[src/rtl/bridge_2x1_pkg.sv]
// Shared definitions for the two-master to single-sram bridge.
package bridge_2x1_pkg;

  localparam int unsigned XLEN = 32;

  typedef enum logic {
    GNT_M0 = 1'b0,
    GNT_M1 = 1'b1
  } gnt_e;

endpackage

[src/rtl/bridge_2x1_arb_rr2.sv]
// Two-requester arbiter: single requests granted immediately, conflicts
// resolved by round-robin on the last grant or fixed priority to req1.
module arb_rr2
  import bridge_2x1_pkg::*;
#(
  parameter int unsigned RR_EN = 1
) (
  input  logic clk,
  input  logic reset,
  input  logic req0,
  input  logic req1,
  output logic gnt0,
  output logic gnt1
);

  gnt_e last_gnt;

  always_comb begin
    gnt0 = 1'b0;
    gnt1 = 1'b0;
    if (req0 && req1) begin
      // Round-robin hands the conflict to whoever did not win last time.
      if ((RR_EN != 0) && (last_gnt == GNT_M1)) begin
        gnt0 = 1'b1;
      end else begin
        gnt1 = 1'b1;
      end
    end else begin
      gnt0 = req0;
      gnt1 = req1;
    end
  end

  always_ff @(posedge clk) begin
    if (reset) begin
      last_gnt <= GNT_M0;
    end else if (gnt1) begin
      last_gnt <= GNT_M1;
    end else if (gnt0) begin
      last_gnt <= GNT_M0;
    end
  end

endmodule

[src/rtl/bridge_2x1.sv]
// Bridges instruction-fetch (m0) and data (m1) masters onto one sram port
// with a registered one-cycle read response and per-master rdata hold.
module bridge_2x1
  import bridge_2x1_pkg::*;
#(
  parameter int unsigned RR_EN = 1
) (
  input  logic            clk,
  input  logic            reset,
  input  logic            m0_en,
  input  logic [3:0]      m0_wen,
  input  logic [XLEN-1:0] m0_addr,
  input  logic [XLEN-1:0] m0_wdata,
  output logic [XLEN-1:0] m0_rdata,
  output logic            m0_rvalid,
  output logic            m0_stall,
  input  logic            m1_en,
  input  logic [3:0]      m1_wen,
  input  logic [XLEN-1:0] m1_addr,
  input  logic [XLEN-1:0] m1_wdata,
  output logic [XLEN-1:0] m1_rdata,
  output logic            m1_rvalid,
  output logic            m1_stall,
  output logic            s_en,
  output logic [3:0]      s_wen,
  output logic [XLEN-1:0] s_addr,
  output logic [XLEN-1:0] s_wdata,
  input  logic [XLEN-1:0] s_rdata,
  output logic [31:0]     conflict_cnt
);

  logic            gnt0;
  logic            gnt1;
  logic            resp_valid;
  gnt_e            resp_owner;
  logic [XLEN-1:0] m0_hold;
  logic [XLEN-1:0] m1_hold;

  arb_rr2 #(.RR_EN(RR_EN)) u_arb (
    .clk   (clk),
    .reset (reset),
    .req0  (m0_en),
    .req1  (m1_en),
    .gnt0  (gnt0),
    .gnt1  (gnt1)
  );

  always_comb begin
    s_en    = 1'b0;
    s_wen   = '0;
    s_addr  = '0;
    s_wdata = '0;
    if (gnt1) begin
      s_en    = 1'b1;
      s_wen   = m1_wen;
      s_addr  = m1_addr;
      s_wdata = m1_wdata;
    end else if (gnt0) begin
      s_en    = 1'b1;
      s_wen   = m0_wen;
      s_addr  = m0_addr;
      s_wdata = m0_wdata;
    end
  end

  assign m0_stall  = m0_en & ~gnt0;
  assign m1_stall  = m1_en & ~gnt1;

  assign m0_rvalid = resp_valid && (resp_owner == GNT_M0);
  assign m1_rvalid = resp_valid && (resp_owner == GNT_M1);

  // Live sram data during a response, otherwise the last captured word.
  assign m0_rdata  = m0_rvalid ? s_rdata : m0_hold;
  assign m1_rdata  = m1_rvalid ? s_rdata : m1_hold;

  always_ff @(posedge clk) begin
    if (reset) begin
      resp_valid   <= 1'b0;
      resp_owner   <= GNT_M0;
      m0_hold      <= '0;
      m1_hold      <= '0;
      conflict_cnt <= '0;
    end else begin
      resp_valid <= s_en && (s_wen == '0);
      resp_owner <= gnt1 ? GNT_M1 : GNT_M0;
      if (m0_rvalid) begin
        m0_hold <= s_rdata;
      end
      if (m1_rvalid) begin
        m1_hold <= s_rdata;
      end
      if (m0_en && m1_en && (conflict_cnt != '1)) begin
        conflict_cnt <= conflict_cnt + 32'd1;
      end
    end
  end

endmodule

[config.mk]
export PLATFORM = sky130hd
export DESIGN_NAME = bridge_2x1
export DESIGN_NICKNAME = d
export VERILOG_FILES = /design/src/rtl/bridge_2x1_pkg.sv /design/src/rtl/bridge_2x1_arb_rr2.sv /design/src/rtl/bridge_2x1.sv
export SDC_FILE = /design/constraint.sdc
export NUM_CORES = 1
export LEC_CHECK = 0
export CORE_ASPECT_RATIO = 0.7
export CORE_MARGIN = 1
export CORE_UTILIZATION = 33
export CTS_CLUSTER_SIZE = 8
export DETAILED_ROUTE_END_ITERATION = 16
export PLACE_DENSITY = 0.81
export SETUP_SLACK_MARGIN = 0.5
export SYNTH_ARGS = -nofsm -noshare
export SYNTH_HDL_FRONTEND = slang
export SYNTH_SLANG_ARGS = --single-unit
[constraint.sdc]
create_clock -name clk -period 2.2 [get_ports clk]
set_input_delay 0.44 -clock clk [delete_from_list [all_inputs] [get_ports clk]]
set_output_delay 0.44 -clock clk [all_outputs]
set_load 0.02 [all_outputs]
run_1/met1.png
Supply wires on this layer in grey.
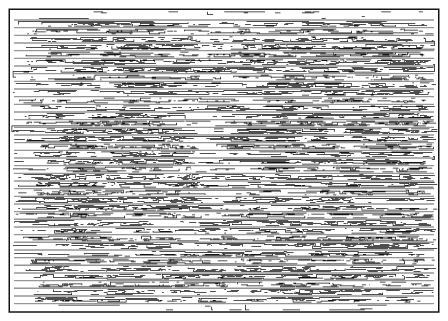
nets with wire on the layer	1178
wire length on this layer	13300 um
main direction	horizontal
longest straight run	48.8 um

run_1/met2.png
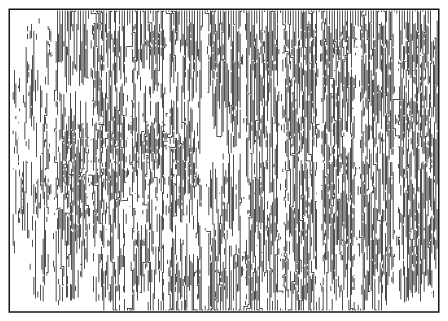
longest straight run	44.9 um
share of all routed wire	49%
main direction	vertical
nets with wire on the layer	1240
wire length on this layer	17400 um

==> changes_impl.md, run 1 <==
## Flow update

- Post-Syn Nets: about 810
- Final Cell Area: 13500 sq um
- CTS tree: built
- Global-route wire length before repair: 41700 um
- DR vias/cell: 5.76
- Layout net count: approximately 1300
- Final tally of setup violations: 19
- Layer with the highest usage: met2
- Final ANT Viol Nets: 0
- Leading cell kind: non-clock buffers
- P_seq: 1.82 mW
- Status: finished, violations left
- Clock-net power: 1.69 mW
- Failing checks: setup timing
- Setup WS post-layout: -0.0946 ns
- Setup_tns: -0.518 ns
- Logic area: between 4000 and 5000 sq um
- Rel. slew slack: between 50% and 60%
- Worst-Margin Slew: 0.739 ns
- Max rail drop VDD: 348 uV
- R2R cell count: 7
- Setup crit start: conflict_cnt[17]
- Syn-to-layout area delta: 161%
- Htree depth: 3
- Worst Hold End: conflict_cnt[29]
- Largest net degree at the start of global routing: 41
- Top-count cell post-synth: nand2_1
- Leakage power: 6.33 nW
- Worst path cell trace: buf_6 -> nand4_1 -> buf_4 -> nor4_4 -> a211oi_2 -> and3_1 -> mux2_4
- Hold Vio Cnt, Final: 0
- Met1 Usage GRT: 40.8%
run_1/met3.png
The bar under the picture is 50 um long. Cells faint in the background.
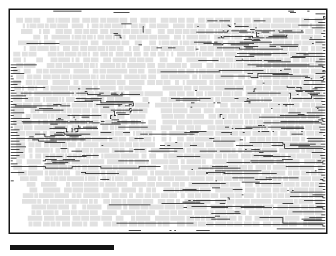
wire length on this layer	3090 um
share of all routed wire	8.6%
Routed WL: 35800 um
DR vias: 7639
grt met3 use: 7.92%

-- run 1: critical path: cells and delay by family (launching register included) --
kind | cells | cell delay [ns]
AOI/OAI and AO/OA | 1 | 0.19
buffers and inverters | 2 | 0.30
DFF | 1 | 0.37
muxes | 1 | 0.29
and+or+nand+nor | 3 | 1.03
-- run 1: timing repair --
action | in CTS | in global routing
pin swaps | 38 | 77
hold buffers | 0 | 0
endpoints found under the setup margin | 202 | 202
gates resized | 977 | 244
buffers inserted | 43 | 48
hold endpoints to repair | 0 | 0
gates cloned | 22 | 5
-- run 1: state kept, by name (all words and copies together), names as in the netlist --
signal and count:
resp_owner 1, u_arb.last_gnt 1, resp_valid 1, conflict_cnt 32, m0_hold 32, m1_hold 32
## Run 2: what changed since run 1
Settings changed: CORE_AREA set to 2 2 133 135, CORE_ASPECT_RATIO 0.7 to unset, CORE_MARGIN 1 to unset, CORE_UTILIZATION 33 to unset, CTS_BUF_LIST set to sky130_fd_sc_hd__clkbuf_8, DIE_AREA set to 0 0 135 137, PLACE_DENSITY 0.81 to 0.73.
Clock period 2.2 ns to 2.3 ns, I/O delays scaled along.
run_2/met4.png
Supply wires on this layer in grey. Cells faint in the background.
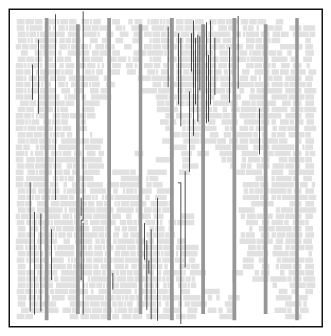
main direction	vertical
nets with wire on the layer	32
DR vias: 6675
Routed WL: 26500 um

run_2/met3.png
The bar under the picture is 50 um long. Cells faint in the background.
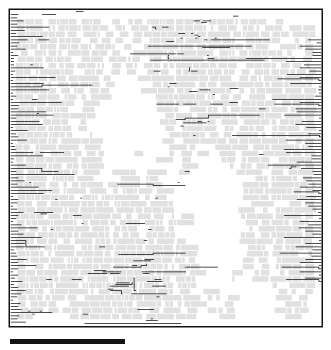
nets with wire on the layer	239
longest straight run	49.2 um

==> run 2 against run 1 <==
  * The run still ends with setup timing left
  * Sequential cell count is the same
  * Non-clock buffer count fell by 25
  * Core utilization decreased by 19 points
  * Clock-buffer cell count up 1
  * Clock power shrank 22%
  * Global-route usage is 10 points lower
  * Hold slack worse by 0.0036 ns
  * Synthesized cell count did not move
  * Register-to-register slack better by 0.31 ns
  * Critical path type is now reg2out
  * Critical endpoint is now s_addr[21]
  * Highest routed layer unchanged
==> changes_impl.md, run 2 <==
## Flow update

- Leading cell kind: non-clock buffers (unchanged)
- DR vias/cell: 5.01 (was 5.76)
- Crit path buffers/inverters: 4 (was 2)
- CTS tree: built (unchanged)
- CP Depth: 7 (unchanged)
- Hold Vio Cnt, Final: 0 (unchanged)
- Rel. slew slack: 67.2% (was 50.4%)
- Status: finished, violations left (unchanged)
- Setup WS post-layout: -0.0184 ns (was -0.0946 ns)
- Post-Syn Nets: 814 (unchanged)
- Layer with the highest usage: met2 (unchanged)
- Syn-to-layout area delta: 134% (was 161%)
- Delay-heaviest family, CP: buffers and inverters (was simple AND/OR/NAND/NOR gates)
- R2R cell count: 5 (was 7)
- Grt met3 use: 5.63% (was 7.92%)
- Buffers inserted by post-CTS timing repair: 34 (was 43)
- Max rail drop VDD: 277 uV (was 348 uV)
- Failing checks: setup timing (unchanged)
- Layout net count: 1276 (was 1300)
- Final tally of setup violations: 1 (was 19)
- Logic area: 4130 sq um (was 4820 sq um)
==> run 2: cell counts after synthesis <==
Identical to the previous run, type by type.
==> run 2: metrics by stage <==
step	TNS (ns)	util, %	setup slack [ns]	total power, mW
2_1_floorplan	0	-	0.297	2.32
3_3_place_gp	-32.47	55.2	-0.569	3.05
3_5_place_dp	-33.49	55.2	-0.578	3.06
4_1_cts	0	61.3	0.0535	4.57
5_1_grt	-0.360	71.0	-0.0804	5.02
6_report	-0.0184	71.0	-0.0184	4.84
==> run 2: power breakdown <==
group          switching (mW)  internal [mW]
registers              0.0130           1.73
logic                   0.786          0.988
clock network           0.622          0.701
## Run 3: what changed since run 2
Settings changed: GPL_ROUTABILITY_DRIVEN set to 1.
run_3/met3.png
The bar under the picture is 50 um long. Cells faint in the background.
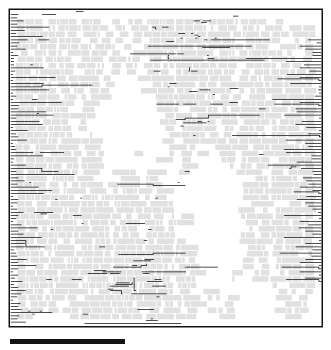
share of all routed wire	7.3%
longest straight run	49.2 um
main direction	horizontal
wire length on this layer	1930 um

run_3/final_clocks.png
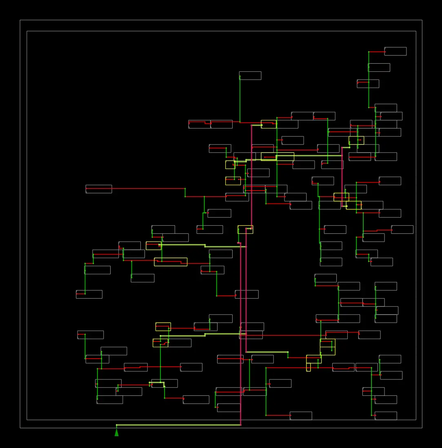
flop count: 99
clock buffer count: 12
clk_lat worst skew: 0.38 ns
Num CTS Buffers: 9
final setup skew: 0.00872 ns

==> run 3 against run 2 <==
  * The flow still finishes with violations (setup timing)
  * Final area is the same
  * Global-route usage is the same
  * Total power is the same
  * Non-clock buffer count is the same
  * Clock skew is the same
  * Fmax is the same
  * Setup slack is the same
==> changes_impl.md, run 3 <==
## Flow update

- Status: finished, violations left (unchanged)
- Failing checks: setup timing (unchanged)
- Htree depth: 3 (unchanged)
- Post-layout util: 71.0% (unchanged)
- Grt met3 use: 5.63% (unchanged)
- Worst-Margin Slew: 0.489 ns (unchanged)
- Switching share of power: 29.4% (unchanged)
- Hold Vio Cnt, Final: 0 (unchanged)
- R2R cell count: 5 (unchanged)
- Final Cell Area: 12100 sq um (unchanged)
- Top flop regs: conflict_cnt: 32 flops, m0_hold: 32 flops, m1_hold: 32 flops (unchanged)
- Delay-heaviest family, CP: buffers and inverters (unchanged)
- Global-route wire length before repair: 32700 um (unchanged)
- Resized Gates After CTS: 647 (unchanged)
- CP Depth: 7 (unchanged)
- Setup WS post-layout: -0.0184 ns (unchanged)
- Combinational share of power: 36.7% (about the same)
- Syn-to-layout area delta: 134% (unchanged)
- Top-count cell post-synth: nand2_1 (unchanged)
- Pint: 3.41 mW (unchanged)
- Worst path cell trace: a21boi_4 -> buf_12 -> buf_12 -> buf_16 -> nand2_1 -> o21ai_4 -> buf_6 (unchanged)
- Crit path buffers/inverters: 4 (unchanged)
- Leakage power: 5.69 nW (unchanged)
- Max rail drop VDD: 277 uV (unchanged)
- Buffers inserted by post-CTS timing repair: 34 (unchanged)
- DR vias: 6675 (unchanged)
- Layout net count: 1276 (unchanged)
- Final tally of setup violations: 1 (unchanged)
- Clock power share: 27.4% (about the same)
- CTS tree: built (unchanged)
- P_sw: 1.42 mW (unchanged)
- Worst Hold End: conflict_cnt[30] (unchanged)
- Setup_tns: -0.0184 ns (unchanged)
- Post-Syn Nets: 814 (unchanged)
- Power, Total: 4.84 mW (unchanged)
- Largest net degree at the start of global routing: 65 (unchanged)
- Setup crit start: u_arb.last_gnt (unchanged)
-- run 3: cell counts after synthesis --
Identical to the previous run, type by type.
-- run 3: area by class of cell --
type	instances	area [sq um]
flip-flops and latches	99	2060
multi-input cells	497	4130
inverters	5	18.8
repair buffers	491	5390
fillers	1156	4940
clock buffers	12	165
well taps	225	282
clock inverters	4	72.6
-- run 3: power groups by stage --
stage               Sequential, mW  Clock (mW)  Combinational (mW)
floorplan                     1.79           0               0.531
global placement              1.79           0                1.26
detailed placement            1.79           0                1.27
CTS                           1.75        1.36                1.46
global route                  1.74        1.43                1.85
finish                        1.74        1.32                1.77
Power figures rest on the tool's default switching activity, not on a simulated workload.
